Figure 1. Track usage over the die (run 1).
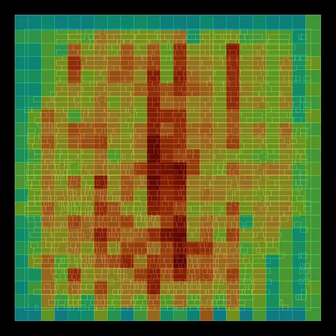
Figure 2. The metal 1 layer (run 1).
Scale bar: 50 µm.
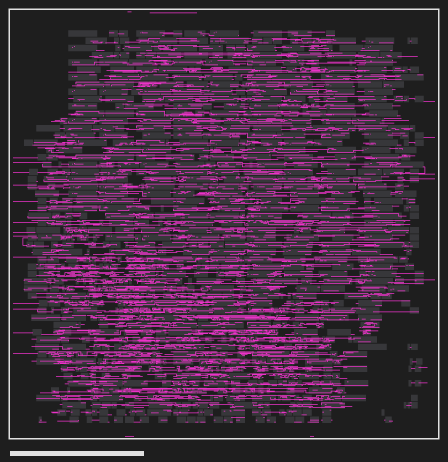
Figure 3. Zoomed window (run 1).
Scale bar: 5 µm. Window x 110 to 130, y 110 to 130 µm. Cells in grey, sequential cells in the stronger grey; small squares are vias.
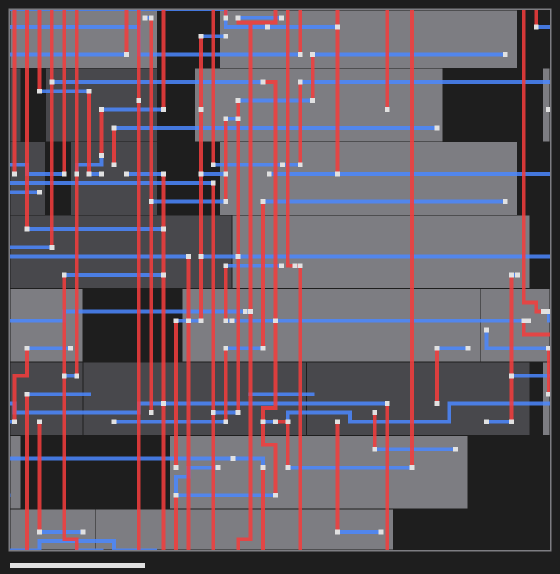
Figure 4. Metal layers overlaid (run 1).
Scale bar: 50 µm. Only two layers are drawn.
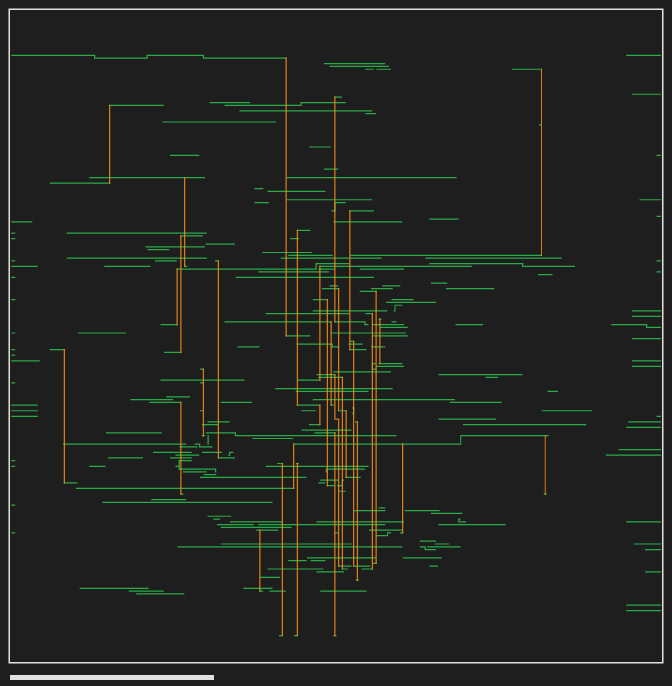
--- src/rtl/gci_std_display_vram_write_combiner.sv ---
`default_nettype none
// ============================================================================
//  Module      : gci_std_display_vram_write_combiner
//  Description : Packs single-pixel writes with consecutive addresses into
//                burst writes of up to P_BURST_N 32-bit words for the VRAM
//                memory controller. A partial run is issued on an address
//                break, after P_TIMEOUT idle cycles, or on iFLUSH.
//  Ports       : iCLOCK/inRESET      clock, asynchronous active-low reset
//                iRESET_SYNC         synchronous clear, drops buffered pixels
//                iFLUSH              issue the partial burst now
//                iIF_VALID/oIF_BUSY  pixel write handshake (iIF_ADDR, iIF_DATA)
//                oMEM_VALID/iMEM_BUSY burst word handshake (oMEM_ADDR, oMEM_LEN,
//                                    oMEM_DATA, oMEM_LAST)
//                oEMPTY              combiner idle with nothing buffered
//  Revision    : 1.0  initial release
// ============================================================================
module gci_std_display_vram_write_combiner #(
    parameter int P_MEM_ADDR_N = 23,
    parameter int P_BURST_N    = 8,
    parameter int P_BURST_W    = 3,
    parameter int P_TIMEOUT    = 16,
    parameter int P_TIMEOUT_W  = 5
)(
    input  logic                    iCLOCK,
    input  logic                    inRESET,
    input  logic                    iRESET_SYNC,
    input  logic                    iFLUSH,
    input  logic                    iIF_VALID,
    output logic                    oIF_BUSY,
    input  logic [P_MEM_ADDR_N-1:0] iIF_ADDR,
    input  logic [23:0]             iIF_DATA,
    output logic                    oMEM_VALID,
    input  logic                    iMEM_BUSY,
    output logic [P_MEM_ADDR_N-1:0] oMEM_ADDR,
    output logic [P_BURST_W:0]      oMEM_LEN,
    output logic [31:0]             oMEM_DATA,
    output logic                    oMEM_LAST,
    output logic                    oEMPTY
);

    localparam logic [1:0] ST_IDLE  = 2'd0;
    localparam logic [1:0] ST_FILL  = 2'd1;
    localparam logic [1:0] ST_ISSUE = 2'd2;

    localparam int                     C_AW1        = P_MEM_ADDR_N + 1;
    localparam logic [P_BURST_W:0]     C_CNT_ONE    = (P_BURST_W+1)'(1);
    localparam logic [P_BURST_W:0]     C_CNT_FULL   = (P_BURST_W+1)'(P_BURST_N);
    localparam logic [P_BURST_W-1:0]   C_IDX_ONE    = P_BURST_W'(1);
    localparam logic [P_TIMEOUT_W-1:0] C_TMR_ONE    = P_TIMEOUT_W'(1);
    localparam logic [P_TIMEOUT_W-1:0] C_TMR_LAST   = P_TIMEOUT_W'(P_TIMEOUT - 1);

    // ------------------------------------------------------------------------
    // Registers
    // ------------------------------------------------------------------------
    logic [1:0]              r_state;
    logic [1:0]              w_state_next;
    logic [P_MEM_ADDR_N-1:0] r_start;
    logic [P_BURST_W:0]      r_count;
    logic [P_TIMEOUT_W-1:0]  r_timer;
    logic [P_BURST_W-1:0]    r_idx;
    logic                    r_pend_valid;
    logic [P_MEM_ADDR_N-1:0] r_pend_addr;
    logic [23:0]             r_pend_data;
    logic [23:0]             r_buf [P_BURST_N];

    // ------------------------------------------------------------------------
    // Combinational helpers
    // ------------------------------------------------------------------------
    logic                    w_issue;
    logic                    w_accept;
    logic                    w_xfer;
    logic                    w_last;
    logic [C_AW1-1:0]        w_next_addr;
    logic                    w_contig;
    logic [P_BURST_W:0]      w_count_inc;
    logic [P_TIMEOUT_W-1:0]  w_timer_inc;
    logic                    w_timeout;
    logic                    w_buf_we;
    logic [P_BURST_W-1:0]    w_buf_widx;
    logic [23:0]             w_buf_wdata;

    assign w_issue     = (r_state == ST_ISSUE);
    assign w_accept    = iIF_VALID && !w_issue;
    assign w_xfer      = w_issue && !iMEM_BUSY;
    assign w_last      = w_issue && ({1'b0, r_idx} == (r_count - C_CNT_ONE));
    // One extra bit catches the address wrap: a carry out can never match the
    // zero-extended incoming address, so a wrap always breaks the run.
    assign w_next_addr = {1'b0, r_start} + C_AW1'(r_count);
    assign w_contig    = (w_next_addr == {1'b0, iIF_ADDR});
    assign w_count_inc = r_count + C_CNT_ONE;
    assign w_timer_inc = r_timer + C_TMR_ONE;
    // Timer is 0 on the cycle after an accept, so reaching P_TIMEOUT-1 on the
    // increment puts the first burst word exactly P_TIMEOUT cycles after it.
    assign w_timeout   = (w_timer_inc == C_TMR_LAST);

    // ------------------------------------------------------------------------
    // FSM: state register
    // ------------------------------------------------------------------------
    always_ff @(posedge iCLOCK or negedge inRESET) begin
        if (!inRESET) begin
            r_state <= ST_IDLE;
        end else if (iRESET_SYNC) begin
            r_state <= ST_IDLE;
        end else begin
            r_state <= w_state_next;
        end
    end

    // ------------------------------------------------------------------------
    // FSM: next state
    // ------------------------------------------------------------------------
    always_comb begin
        w_state_next = r_state;
        case (r_state)
            ST_IDLE: begin
                if (w_accept) begin
                    w_state_next = ST_FILL;
                end
            end
            ST_FILL: begin
                if (w_accept) begin
                    if (!w_contig || (w_count_inc == C_CNT_FULL) || iFLUSH) begin
                        w_state_next = ST_ISSUE;
                    end
                end else if (iFLUSH || w_timeout) begin
                    w_state_next = ST_ISSUE;
                end
            end
            ST_ISSUE: begin
                if (w_xfer && w_last) begin
                    w_state_next = r_pend_valid ? ST_FILL : ST_IDLE;
                end
            end
            default: w_state_next = ST_IDLE;
        endcase
    end

    // ------------------------------------------------------------------------
    // FSM: outputs (registers only, gated so they read zero outside a burst)
    // ------------------------------------------------------------------------
    always_comb begin
        oIF_BUSY   = w_issue;
        oMEM_VALID = w_issue;
        oEMPTY     = (r_state == ST_IDLE);
        oMEM_LAST  = w_last;
        oMEM_ADDR  = '0;
        oMEM_LEN   = '0;
        oMEM_DATA  = '0;
        if (w_issue) begin
            oMEM_ADDR = r_start;
            oMEM_LEN  = r_count;
            oMEM_DATA = {8'h00, r_buf[r_idx]};
        end
    end

    // ------------------------------------------------------------------------
    // Burst bookkeeping: start address, count, idle timer, word index, pending
    // ------------------------------------------------------------------------
    always_ff @(posedge iCLOCK or negedge inRESET) begin
        if (!inRESET) begin
            r_start      <= '0;
            r_count      <= '0;
            r_timer      <= '0;
            r_idx        <= '0;
            r_pend_valid <= 1'b0;
            r_pend_addr  <= '0;
            r_pend_data  <= '0;
        end else if (iRESET_SYNC) begin
            r_start      <= '0;
            r_count      <= '0;
            r_timer      <= '0;
            r_idx        <= '0;
            r_pend_valid <= 1'b0;
            r_pend_addr  <= '0;
            r_pend_data  <= '0;
        end else begin
            case (r_state)
                ST_IDLE: begin
                    if (w_accept) begin
                        r_start <= iIF_ADDR;
                        r_count <= C_CNT_ONE;
                        r_timer <= '0;
                        r_idx   <= '0;
                    end
                end
                ST_FILL: begin
                    if (w_accept) begin
                        if (w_contig) begin
                            r_count <= w_count_inc;
                            r_timer <= '0;
                        end else begin
                            r_pend_valid <= 1'b1;
                            r_pend_addr  <= iIF_ADDR;
                            r_pend_data  <= iIF_DATA;
                        end
                    end else begin
                        r_timer <= w_timer_inc;
                    end
                end
                ST_ISSUE: begin
                    if (w_xfer) begin
                        if (w_last) begin
                            r_idx <= '0;
                            if (r_pend_valid) begin
                                r_start      <= r_pend_addr;
                                r_count      <= C_CNT_ONE;
                                r_timer      <= '0;
                                r_pend_valid <= 1'b0;
                            end else begin
                                r_count <= '0;
                            end
                        end else begin
                            r_idx <= r_idx + C_IDX_ONE;
                        end
                    end
                end
                default: ;
            endcase
        end
    end

    // ------------------------------------------------------------------------
    // Pixel buffer write port. Contents are only read during ISSUE, after
    // being written, so the array carries no reset.
    // ------------------------------------------------------------------------
    always_comb begin
        w_buf_we    = 1'b0;
        w_buf_widx  = '0;
        w_buf_wdata = iIF_DATA;
        case (r_state)
            ST_IDLE: begin
                w_buf_we = w_accept;
            end
            ST_FILL: begin
                w_buf_we   = w_accept && w_contig;
                w_buf_widx = r_count[P_BURST_W-1:0];
            end
            ST_ISSUE: begin
                w_buf_we    = w_xfer && w_last && r_pend_valid;
                w_buf_wdata = r_pend_data;
            end
            default: ;
        endcase
    end

    always_ff @(posedge iCLOCK) begin
        if (w_buf_we) begin
            r_buf[w_buf_widx] <= w_buf_wdata;
        end
    end

endmodule
`default_nettype wire

--- config.mk ---
export PLATFORM = sky130hd
export DESIGN_NAME = gci_std_display_vram_write_combiner
export DESIGN_NICKNAME = d
export VERILOG_FILES = /design/src/rtl/gci_std_display_vram_write_combiner.sv
export SDC_FILE = /design/constraint.sdc
export NUM_CORES = 1
export LEC_CHECK = 0
export CAP_MARGIN = 25
export CORE_MARGIN = 5
export CORE_UTILIZATION = 58
export CTS_CLUSTER_SIZE = 24
export DETAILED_ROUTE_END_ITERATION = 6
export GPL_TIMING_DRIVEN = 0
export PLACE_DENSITY_LB_ADDON = 0.3
export RECOVER_POWER = 50
export SYNTH_ARGS = -nofsm -noshare
export SYNTH_HDL_FRONTEND = slang
export SYNTH_SLANG_ARGS = --single-unit
export TNS_END_PERCENT = 10
--- constraint.sdc ---
create_clock -name iCLOCK -period 7.25 [get_ports iCLOCK]
set_clock_uncertainty 0.05 [all_clocks]
set_input_delay 1.45 -clock iCLOCK [delete_from_list [all_inputs] [get_ports iCLOCK]]
set_output_delay 1.45 -clock iCLOCK [all_outputs]
set_load 0.05 [all_outputs]
==> results.tsv, run 1 <==
metric	value	unit
outcome	complete, but fails checks	
failing checks	max-capacitance violations, max-slew violations	
CTS Sinks	277	
max FFs per register	192	
Final nets	1103	
Yosys top cell by area	edfxtp_1	
WP data arrival	4370	ps
area delta synth->final	21.32	%
Mean Syn Cell Area	14.82	µm²
Largest Register	r_buf	
Iter 0 DRT Violations	1038	
slowest CP cell	a211oi_1	
Max transition margin	-0.8605	
top power group	registers	
CP Launch Type	flop	
largest class	sequential cells	
Final Non-Filler Cells	1336	
post-synthesis cell count	877	
Clock group	1.62	mW
Worst-path clk slew	60	ps
cells along the critical path	clkbuf_1 > inv_1 > ha_1 > xor2_1 > or4b_2 > a211oi_1 > nand2_1 > inv_1 > clkdlybuf4s50_1	
initial antenna violation count	0	
DP Wirelength	21.29	mm
LEAKAGE	5.572	nW
critical path's largest stage delay	800	ps
Setup Slack @ Placement	1757	ps
DR pass1 iterations	5	
invs w/o clock	18	
required time of the worst setup path	5750	ps
final-layout clock buffer total	30	
Final GP Congestion	0.8949	
FF+latch count	277	
RSZ-0062 raised after global routing	false	
FF/Latch Area	0.007893	mm²
Die Height	159.7	µm
Max Cap Viol	2	
CTS H-tree depth	1	
Peak VDD IR	0.2350	mV
synth cell count leaders	192 x edfxtp_1, 85 x dfrtp_1, 50 x mux2i_1	
Tmin final	5867	ps
Congestion Overflow GR	0	
Worst Hold Class	reg2reg	
buffer share of cell area	0.1048	
asr flop ratio synth	0.3069	
I/O Pins	116	
hold buffers post-CTS	0	
Via Count	8526	
worst-margin pin slew	2791	ps
most instantiated logic cell after routing	edfxtp_1	
most frequent cells in the layout	192 x edfxtp_1, 101 x clkdlybuf4s50_1, 85 x dfrtp_1	
Well Taps	280	
yosys cell count	877	
Core Util at FP	0.5919	
multi-input gates	524	
Logic cell area	0.004762	mm²
layout cells sized above 1	0.1458	
Bufs and invs on worst path	4	
Crit Path Category	reg2out	
CTS tree	yes	
Yosys top cell by instances	edfxtp_1	
Sw Ratio	0.3114	
Mapped Area	0.01300	mm²
vias in the first global route	8637	
largest net degree at the start of global routing	51	
Reg power frac	0.404	
Seq share, synth	0.6072	
Final Hold Fails	0	
PortBufs	107	
clk tree area frac	0.06617	
Core Rows	54	
flip-flops with a built-in enable	192	
WL final	32.77	mm
Critical Path Most Common Cell	inv_1	
full die area	0.02550	mm²
placed insts	1282	
CTS Buffer Depth	3	
# fillers	1381	
core area	0.02196	mm²
Synth top area share	0.4436	
setup violators final	0	
endpoint class of the critical path	primary output	
CP max FO	9	
Power, Total	4.935	mW
Clock Power Share	0.327	
Yosys reg bits	277	
Slew Viols, Final	88	
chip width	159.7	µm
final setup margin	1383	ps
DRC	0	
tool warning count	32	
Synth area leaders	edfxtp_1 44%, dfrtp_1 16%, mux4_2 8.3%	
ANT nets after route	0	
Largest regs	r_buf: 192 flops, r_pend_data: 24 flops	
Final period util	0.8092	
post-CTS setup buffers	0	
vias per std cell	6.382	
-- Figure 1 (at the start) --
met1 Use GR: 0.3552
Final Core Density: 0.7181
Routed WL per cell: 24.53 µm
GRT Total Usage: 0.2522

-- Figure 2 (at the start) --
The layer carries 13200 µm of wire. The layer holds 40% of the routed length. 1025 nets have wire on it. The wires run mostly horizontal.

-- Figure 3 (at the start) --
Red shows M2. Blue shows M1.
Sequential cells in the window: 7. 13 logic cells have their middle in the window. Most frequent: edfxtp_1 (6), mux4_2 (2). Netlist names of flops here include r_buf (6), r_pend_data (1).

-- Figure 4 (at the start) --
Orange shows M4, wire length 1120 µm. Green shows M3, wire length 2390 µm.

[run 1: per-stage QoR]
| step | cell area [µm²] | hold WS, ps | setup TNS [ps] |
|---|---|---|---|
| after global routing | 15770 | 463.9 | 0 |
| after detailed placement | 14760 | 437.6 | 0 |
| final | 15770 | 453.9 | 0 |
| after global placement | 14450 | 431.4 | -61800 |
| after CTS | 15800 | 453.9 | 0 |
| after floorplan | 13020 | 417.1 | 0 |
[run 1: per-layer routing]
metal / track usage / share of wire / wire length, µm
met1: 0.3552 / 0.40 / 13240
met4: 0.08481 / 0.034 / 1117
met2: 0.4102 / 0.49 / 16020
met3: 0.03660 / 0.073 / 2391
met5: 0 / 0 / 0
[run 1: final timing paths]
path	cells past startpoint	end	slack (ps)	start
worst max-delay path	9	oMEM_LAST	1380	r_count[1]$_DFFE_PN0P_
worst min-delay path	1	r_pend_data[17]$_DFFE_PN0P_	450	r_pend_data[17]$_DFFE_PN0P_
worst max register to register	9	r_buf[5][3]$_DFFE_PP_	1830	r_count[1]$_DFFE_PN0P_
worst min register to register	1	r_pend_data[17]$_DFFE_PN0P_	450	r_pend_data[17]$_DFFE_PN0P_
max in group asynchronous	2	r_pend_data[7]$_DFFE_PN0P_	2220	inRESET
min in group asynchronous	1	r_pend_data[20]$_DFFE_PN0P_	1740	inRESET
[run 1: logic make-up after synthesis]
logic type                 count (synthesis)  share of synthesized area
DFF                                      277                     0.6072
and+or+nand+nor                          188                    0.08413
AOI/OAI and AO/OA                        159                    0.09704
muxes                                    125                     0.1451
buffers and inverters                     83                    0.03167
xor gates and xnor gates                  29                    0.01954
adders and majority gates                 15                    0.01502
other                                      1                  0.0002885
--- run 2 (diff from run 1) ---
--- a/config.mk
+++ b/config.mk
@@ -7,7 +7,7 @@
 export LEC_CHECK = 0
 export CAP_MARGIN = 25
 export CORE_MARGIN = 5
-export CORE_UTILIZATION = 58
+export CORE_UTILIZATION = 52
 export CTS_CLUSTER_SIZE = 24
 export DETAILED_ROUTE_END_ITERATION = 6
 export GPL_TIMING_DRIVEN = 0
==> constraint.sdc (replaced) <==
create_clock -name iCLOCK -period 4.95 [get_ports iCLOCK]
set_clock_uncertainty 0.05 [all_clocks]
set_input_delay 0.99 -clock iCLOCK [delete_from_list [all_inputs] [get_ports iCLOCK]]
set_output_delay 0.99 -clock iCLOCK [all_outputs]
set_load 0.05 [all_outputs]
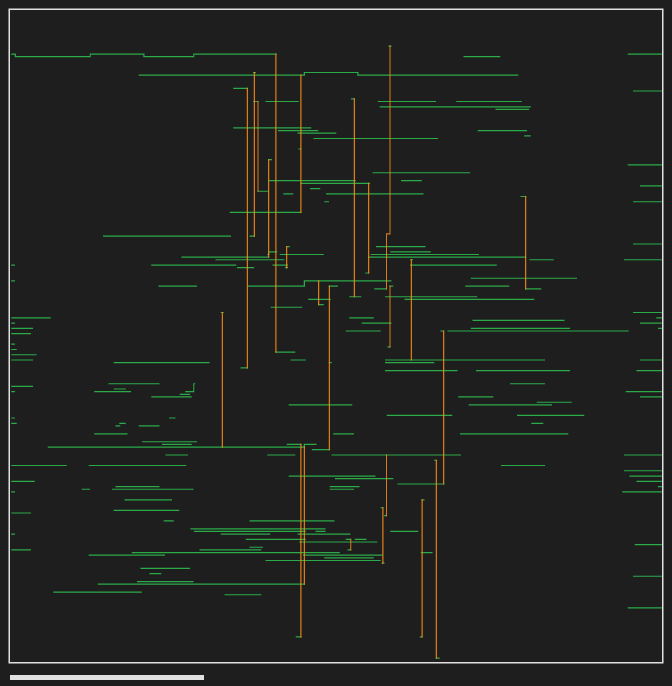
Figure 5: run 2, metal layers overlaid.
Scale bar: 50 µm. Only two layers are drawn.
Orange shows M4, wire length 809 µm. Green shows M3, wire length 2300 µm.

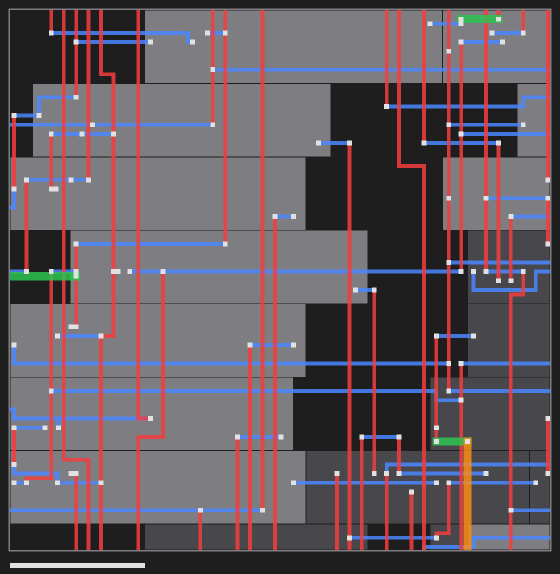
Figure 6: run 2, zoomed window.
Scale bar: 5 µm. Window x 116 to 136, y 116 to 136 µm. Cells in grey, sequential cells in the stronger grey; small squares are vias.
Orange shows M4. Blue shows M1. Red shows M2. Green shows M3.
Most frequent: edfxtp_1 (7), mux4_2 (1), a22o_1 (1). 9 logic cells have their middle in the window. Netlist names of flops here include r_buf (7). Sequential cells in the window: 7.

==> run 2 against run 1 <==
Effect of this change: the flow still finishes with violations (max-capacitance violations, max-slew violations); die size grew 11%; critical path depth shrank 2; largest power group unchanged; critical path type unchanged; utilization shrank 7.7 points.
==> results.tsv, run 2 <==
metric	value	unit	change
FF/Latch Area	0.007893	mm²	unchanged
vias per std cell	6.039		-5.4%
P_comb	1.94	mW	
CTS Buf Count	28		
Largest delay share family, worst path	buffers and inverters		
Dominant comb cell	multiplexers		
max FFs per register	192		unchanged
WL final	31.63	mm	-3.5%
Cell Pwr Density	439.3	mW/mm²	
yosys simple share	0.08414		unchanged
critical path depth in cells	7		-2
Final Hold Fails	0		unchanged
chip width	168.1	µm	+5.3%
Sw Ratio	0.3179		+0.006533
Synth top area share	0.4436		unchanged
Yosys top cell by area	edfxtp_1		
Mean Syn Cell Area	14.82	µm²	unchanged
Via Count	8346		-2.1%
Worst-path clk slew	60	ps	about the same
DR pass1 iterations	5		unchanged
post-synth area from yosys stat	0.01300	mm²	
CTS tree	yes		
Seq share, synth	0.6072		unchanged
layout cells sized above 1	0.1476		+0.001754
worst-margin pin slew	1786	ps	-1004 ps
most instantiated logic cell after routing	edfxtp_1		
Logic cell area	0.004796	mm²	+0.71%
slowest CP cell	clkdlybuf4s50_1		
outcome	complete, but fails checks		
Worst R2R Setup Slack	160	ps	-1670 ps
clk root buf	clkbuf_16		
flip-flops with a built-in enable	192		unchanged
LEAKAGE	5.504	nW	-1.2%
Clock Power Share	0.294		-0.033
largest net degree at the start of global routing	55		+7.8%
yosys cell count	877		unchanged
Peak VDD IR	0.2455	mV	+4.5%
Routed WL per cell	22.89	µm	-6.7%
ANT nets after route	0		unchanged
Mapped Area	0.01300	mm²	unchanged
Largest regs	r_buf: 192 flops, r_pend_data: 24 flops		
Crit Path Category	reg2out		
AO/OA Area Share	0.09704		unchanged
I/O Pins	116		unchanged
failing checks	max-capacitance violations, max-slew violations		
Slew Viols, Final	33		-63%
net switching power figure	2.189	mW	
DP Wirelength	21.16	mm	-0.58%
most frequent cells in the layout	192 x edfxtp_1, 102 x clkdlybuf4s50_1, 85 x dfrtp_1		
core area	0.02446	mm²	+11%
Hold Path Depth	1		unchanged
Critical Path Most Common Cell	clkbuf_1		
# fillers	1746		+26%
Worst R2R End	r_buf[6][0]$_DFFE_PP_		
required time of the worst setup path	3910	ps	-1840 ps
Max Cap Viol	1		-1
XOR Share, Synth	0.01954		unchanged
Synth Warn #	0		
distinct lib cells	78		
Power Internal	4.696	mW	
CP max FO	10		+1
CP Launch Type	flop		
Clock group	2.03	mW	+25%
fa+ha+maj area frac	0.01502		unchanged
cells along the critical path	clkbuf_1 > clkbuf_2 > clkbuf_1 > mux4_2 > mux2i_1 > nor2b_1 > clkdlybuf4s50_1		
Yosys reg bits	277		unchanged
Clock Latency Late Sink	540	ps	
global-route wire length before repair	49.29	mm	
Core Util at FP	0.5313		-0.06058
hold_ws	455.0	ps	+1.122 ps
CTS Buffer Depth	3		unchanged
fmax	208.0	MHz	
endpoint class of the critical path	primary output		
vias in the first global route	8543		-1.1%
Power, Total	6.885	mW	+40%
reg2reg start	r_count[1]$_DFFE_PN0P_		
area delta synth->final	20.58	%	
Iter 0 DRT Violations	783		-25%
area fraction in mux cells	0.1451		unchanged
Worst Hold Class	reg2reg		
Synth area leaders	edfxtp_1 44%, dfrtp_1 16%, mux4_2 8.3%		
Largest Register	r_buf		
full die area	0.02826	mm²	+11%
Die Height	168.1	µm	+5.3%
Congestion Overflow GR	0		unchanged
Max transition margin	-0.1908		+0.6696
Bufs and invs on worst path	4		unchanged
hold buffers post-CTS	0		unchanged
Final GP Congestion	0.8855		-1.1%
PortBufs	107		unchanged
Yosys top cell by instances	edfxtp_1		
post-synthesis cell count	877		unchanged
Final period util	0.9714		
post-CTS setup buffers	0		unchanged
Final nets	1103		unchanged
Core Rows	57		+5.6%
critical path's largest stage delay	850	ps	+50 ps
synth cell count leaders	192 x edfxtp_1, 85 x dfrtp_1, 50 x mux2i_1		
launch point of the worst path	r_idx[1]$_DFFE_PN0P_		
final setup margin	141.5	ps	-1242 ps
Tmin final	4808	ps	
tool warning count	34		+6.3%
combinational share of power	0.282		
initial antenna violation count	1		+1
CTS H-tree depth	1		unchanged
Commonest flop	edfxtp_1		
RSZ-0062 raised after global routing	true		
Reg power frac	0.424		+0.020
Critical Path Sink	oMEM_DATA[17]		
CTS Sinks	277		unchanged
setup violators final	0		unchanged
top power group	registers		
Setup Slack @ Placement	-17.02	ps	-1774 ps
DRC	0		unchanged
asr flop ratio synth	0.3069		unchanged
Sequential Power	2.92	mW	
WP data arrival	3770	ps	-600 ps
GRT Total Usage	0.2216		-0.03055
Worst Reg-to-Reg Cells	9		unchanged
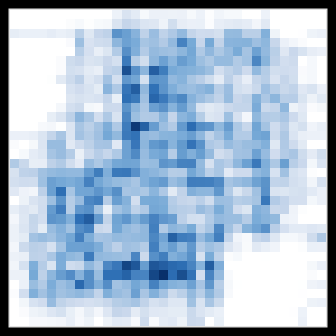
Figure 7: run 2, signal metal coverage by tile.
34 x 34 tiles, from white (low) to dark blue (high), scaled to the fullest tile. Values are wire area over tile area, all layers added.
17% of the tiles are nearly empty. The emptiest ninth of the die: bottom right. The fullest tile reaches 0.65. 16% of the tiles are over half the peak. The mean over all tiles is 0.18.

run 2: cell counts after synthesis:
No cell type changed its count.
run 2: stage by stage:
step / instances / cell area, µm² / util / setup TNS (ps)
after detailed placement: 1326 / 14800 / 0.6050 / -159.6
after global placement: 1315 / 14500 / 0.5928 / -481950
after floorplan: 884 / 13020 / - / -31040
after global routing: 1382 / 15670 / 0.6407 / -16.90
final: 1382 / 15670 / 0.6407 / 0
after CTS: 1378 / 15690 / 0.6412 / 0
run 2: layout make-up:
class                      count  share of cell area
antenna                        1           0.0001597
buffer                        65             0.02211
clock buffer                  43             0.04894
clock inverter                 9            0.006866
inverter                      18            0.004311
multi-input combinational    524              0.3060
sequential                   277              0.5036
tap                          324             0.02587
timing repair buffer         121             0.08215
run 2: worst min-delay path by stage:
stage                                startpoint  slack (ps)                          end
detailed placement  r_pend_data[17]$_DFFE_PN0P_         430  r_pend_data[17]$_DFFE_PN0P_
global placement    r_pend_data[15]$_DFFE_PN0P_         430  r_pend_data[15]$_DFFE_PN0P_
floorplan           r_pend_data[14]$_DFFE_PN0P_         420  r_pend_data[14]$_DFFE_PN0P_
finish               r_pend_data[7]$_DFFE_PN0P_         460   r_pend_data[7]$_DFFE_PN0P_
global route        r_pend_addr[13]$_DFFE_PN0P_         470  r_pend_addr[13]$_DFFE_PN0P_
CTS                                     inRESET         350      r_start[17]$_DFFE_PN0P_
run 2: timing repair:
item,in CTS,in global routing
setup endpoints to repair,30,64
endpoints found under the hold margin,0,0
resized,10,6
pin swaps,0,1
run 2: metal layers:
| metal | track usage | wire (µm) | share of wire |
|---|---|---|---|
| met5 | 0 | 0 | 0 |
| met4 | 0.06210 | 809 | 0.026 |
| met3 | 0.03283 | 2298 | 0.073 |
| met2 | 0.3578 | 15380 | 0.49 |
| met1 | 0.3180 | 13150 | 0.42 |
--- run 3 (diff from run 2) ---
--- a/config.mk
+++ b/config.mk
@@ -6,9 +6,9 @@
 export NUM_CORES = 1
 export LEC_CHECK = 0
 export CAP_MARGIN = 25
-export CORE_MARGIN = 5
+export CORE_MARGIN = 4
 export CORE_UTILIZATION = 52
-export CTS_CLUSTER_SIZE = 24
+export CTS_CLUSTER_SIZE = 20
 export DETAILED_ROUTE_END_ITERATION = 6
 export GPL_TIMING_DRIVEN = 0
 export PLACE_DENSITY_LB_ADDON = 0.3
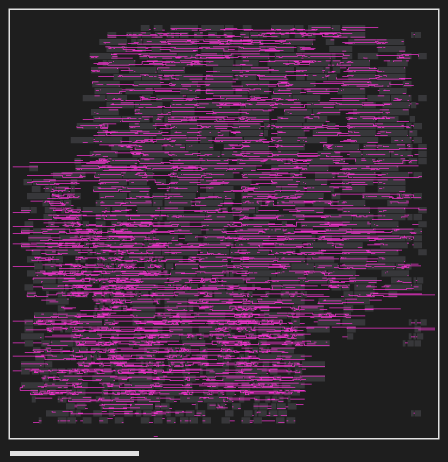
Figure 8: run 3, the metal 1 layer.
Scale bar: 50 µm.
1030 nets have wire on it. The layer carries 13200 µm of wire. The wires run mostly horizontal.
WL final: 31.28 mm
met1 Use GR: 0.3268
Via Count: 8336

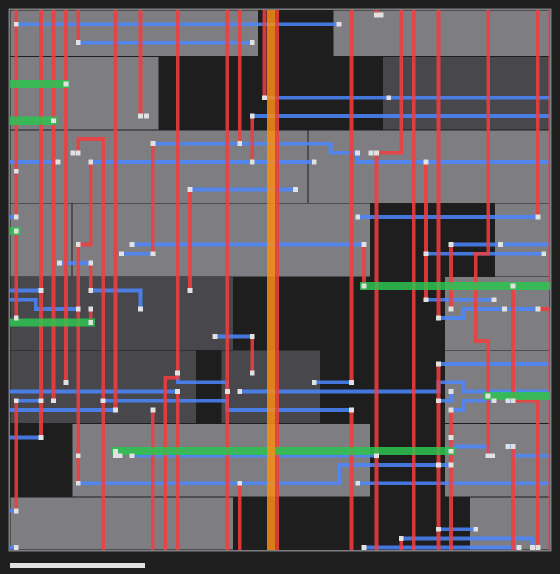
Figure 9: run 3, zoomed window.
Scale bar: 5 µm. Window x 115 to 135, y 115 to 135 µm. Cells in grey, sequential cells in the stronger grey; small squares are vias.

==> run 3 against run 2 <==
Effect of this change: the run still ends with max-capacitance violations, max-slew violations left; clock power rose by 2%; first-iteration DRC count fell by 15%; sequential share of layout area fell by 0.53 points; sequential power barely moved; register-to-register slack barely moved; die size fell by 2.4%; synthesized cell count did not move; count of clock-buffer cells in the layout fell by 7; total power rose by 0.57%; utilization rose by 0.69 points; via count fell by 0.12%; worst hold slack got worse by 5.6 ps; critical path type unchanged; critical endpoint is now oMEM_DATA[23].
==> results.tsv, run 3 <==
metric	value	unit	change
layout cells sized above 1	0.1627		+0.01516
Hold Path Depth	1		unchanged
PortBufs	107		unchanged
Yosys top cell by instances	edfxtp_1		
Commonest flop	edfxtp_1		
CP max FO	10		unchanged
final-layout clock buffer total	36		-16%
ANT nets after route	0		unchanged
yosys simple share	0.08414		unchanged
endpoint class of the critical path	primary output		
cells along the critical path	inv_1 > ha_1 > clkbuf_1 > clkbuf_2 > clkbuf_1 > nor2b_1 > clkdlybuf4s50_1		
CP Launch Type	flop		
Final Cell Area	0.01584	mm²	+1.1%
net switching power figure	2.220	mW	+1.4%
Final nets	1109		+0.54%
Worst R2R End	r_buf[1][1]$_DFFE_PP_		
Slew Viols, Final	40		+21%
clk root buf	clkbuf_16		
DRC	0		unchanged
Min-Delay Endpoint	r_pend_data[0]$_DFFE_PN0P_		
critical path's largest stage delay	830	ps	-20 ps
Final Non-Filler Cells	1387		+0.36%
Comb/total area	0.3042		-0.001818
XOR Share, Synth	0.01954		unchanged
failing checks	max-capacitance violations, max-slew violations		
Power Internal	4.704	mW	+0.17%
area fraction in mux cells	0.1451		unchanged
Mean Syn Cell Area	14.82	µm²	unchanged
CTS Buf Count	28		unchanged
Largest Register	r_buf		
asr flop ratio synth	0.3069		unchanged
ant diodes	0		-1
top routing layer used	met4		
Worst Hold Class	reg2reg		
Final period util	0.9910		+0.01963
CTS Sinks	277		unchanged
Worst-path clk slew	60	ps	about the same
LEAKAGE	5.607	nW	+1.9%
DP Wirelength	21.44	mm	+1.3%
met2 Resource Use GR	0.3606		+0.002826
vias in the first global route	8349		-2.3%
tool warning count	34		unchanged
flip-flops with a built-in enable	192		unchanged
Worst R2R Setup Slack	170	ps	about the same
yosys cell count	877		unchanged
CTS Buffer Depth	3		unchanged
Largest delay share family, worst path	buffers and inverters		
Max transition margin	-0.6370		-0.4462
Clock Latency Late Sink	550	ps	about the same
Largest regs	r_buf: 192 flops, r_pend_data: 24 flops		
hold_sp	r_pend_data[0]$_DFFE_PN0P_		
most used routing layer	met2		
Die Height	166.1	µm	-1.2%
most instantiated logic cell after routing	edfxtp_1		
post-synth area from yosys stat	0.01300	mm²	unchanged
synth cell count leaders	192 x edfxtp_1, 85 x dfrtp_1, 50 x mux2i_1		
AO/OA Area Share	0.09704		unchanged
Routed WL per cell	22.55	µm	-1.5%
Max Cap Viol	1		unchanged
Bufs and invs on worst path	5		+1
Final Core Density	0.6475		+0.006854
global-route wire length before repair	48.41	mm	-1.8%
clk tree area frac	0.05861		+0.002806
Reg power frac	0.421		-0.003
outcome	complete, but fails checks		
WP data arrival	3870	ps	+100 ps
# fillers	1721		-1.4%
Tmin final	4906	ps	+97.19 ps
Critical Path Most Common Cell	clkbuf_1		
worst-margin pin slew	2456	ps	+669.3 ps
area delta synth->final	21.87	%	
max FFs per register	192		unchanged
full die area	0.02759	mm²	-2.4%
Non-CTS buffers	192		+3.2%
distinct lib cells	78		unchanged
Power, Total	6.924	mW	+0.57%
largest net degree at the start of global routing	48		-13%
Peak VDD IR	0.2738	mV	+12%
Crit Path Category	reg2out		
Final GP Congestion	0.8619		-2.7%
buffer share of cell area	0.1091		+0.004821
launch point of the worst path	r_state[0]$_DFFE_PN0P_		
initial antenna violation count	0		-1
Detail Route met3 WL	2.223	mm	-3.3%
Setup Slack @ Placement	-18.27	ps	-1.243 ps
CTS H-tree depth	1		unchanged
required time of the worst setup path	3910	ps	about the same
Synth area leaders	edfxtp_1 44%, dfrtp_1 16%, mux4_2 8.3%		
Clock Power Share	0.299		+0.005
Core Util at FP	0.5313		unchanged
placed insts	1331		+0.38%
fmax	203.8	MHz	-2.0%
GRT Total Usage	0.2221		+0.0004835
setup violators final	0		unchanged
fa+ha+maj area frac	0.01502		unchanged
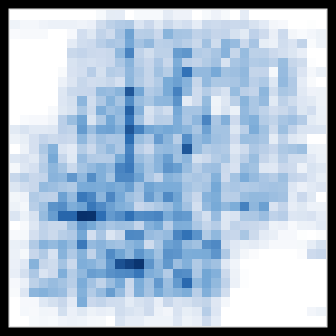
Figure 10: run 3, signal metal coverage by tile.
33 x 33 tiles, from white (low) to dark blue (high), scaled to the fullest tile. Values are wire area over tile area, all layers added.
The fullest tile reaches 0.68. The densest ninth of the die: middle. The emptiest ninth of the die: bottom right. The mean over all tiles is 0.18.

==> run 3: cell counts after synthesis <==
No cell type changed its count.
==> run 3: worst reg2reg max path: stages (launching register included) <==
cell and delay [ps]:
dfrtp_1 410, ha_1 250, fa_1 460, a211oi_4 410, nor4_2 110, xnor2_1 140
nor4_1 570, o2111a_2 360, and4_1 340, o21ai_1 220, buf_4 260, a211oi_4 480
buf_6 240, buf_8 180
==> run 3: power groups by stage <==
| stage | clock network, mW | registers [mW] | logic, mW |
|---|---|---|---|
| after floorplan | 0 | 2.92 | 1.33 |
| final | 2.07 | 2.92 | 1.94 |
| after CTS | 2.10 | 2.91 | 1.95 |
| after global placement | 0 | 2.96 | 1.84 |
| after detailed placement | 0 | 2.95 | 1.93 |
| after global routing | 2.20 | 2.93 | 2.07 |
==> run 3: how the worst max path moves through the flow <==
stage / endpoint / slack (ps)
2_1_floorplan: r_buf[2][0]$_DFFE_PP_ / -220
3_3_place_gp: r_buf[5][6]$_DFFE_PP_ / -2620
3_5_place_dp: r_buf[3][6]$_DFFE_PP_ / -20
4_1_cts: oMEM_ADDR[19] / 20
5_1_grt: oMEM_ADDR[11] / -120
6_report: oMEM_DATA[23] / 40
==> run 3: cells by family (layout without fill, tap and decap cells) <==
| kind of cell | Yosys count | after routing |
|---|---|---|
| AOI/OAI and AO/OA | 159 | 159 |
| xor gates and xnor gates | 29 | 29 |
| adders and majority gates | 15 | 15 |
| buffers and inverters | 83 | 262 |
| DFF | 277 | 277 |
| muxes | 125 | 125 |
| other | 1 | 8 |
| and+or+nand+nor | 188 | 188 |
==> run 3: repair_timing <==
action                                  in CTS  in global routing
endpoints found under the setup margin      30                 69
hold endpoints to repair                     0                  0
buffers inserted                             0                  2
gates resized                               10                  3
pin swaps                                    0                  2
Power is estimated from default activity; no workload was simulated.
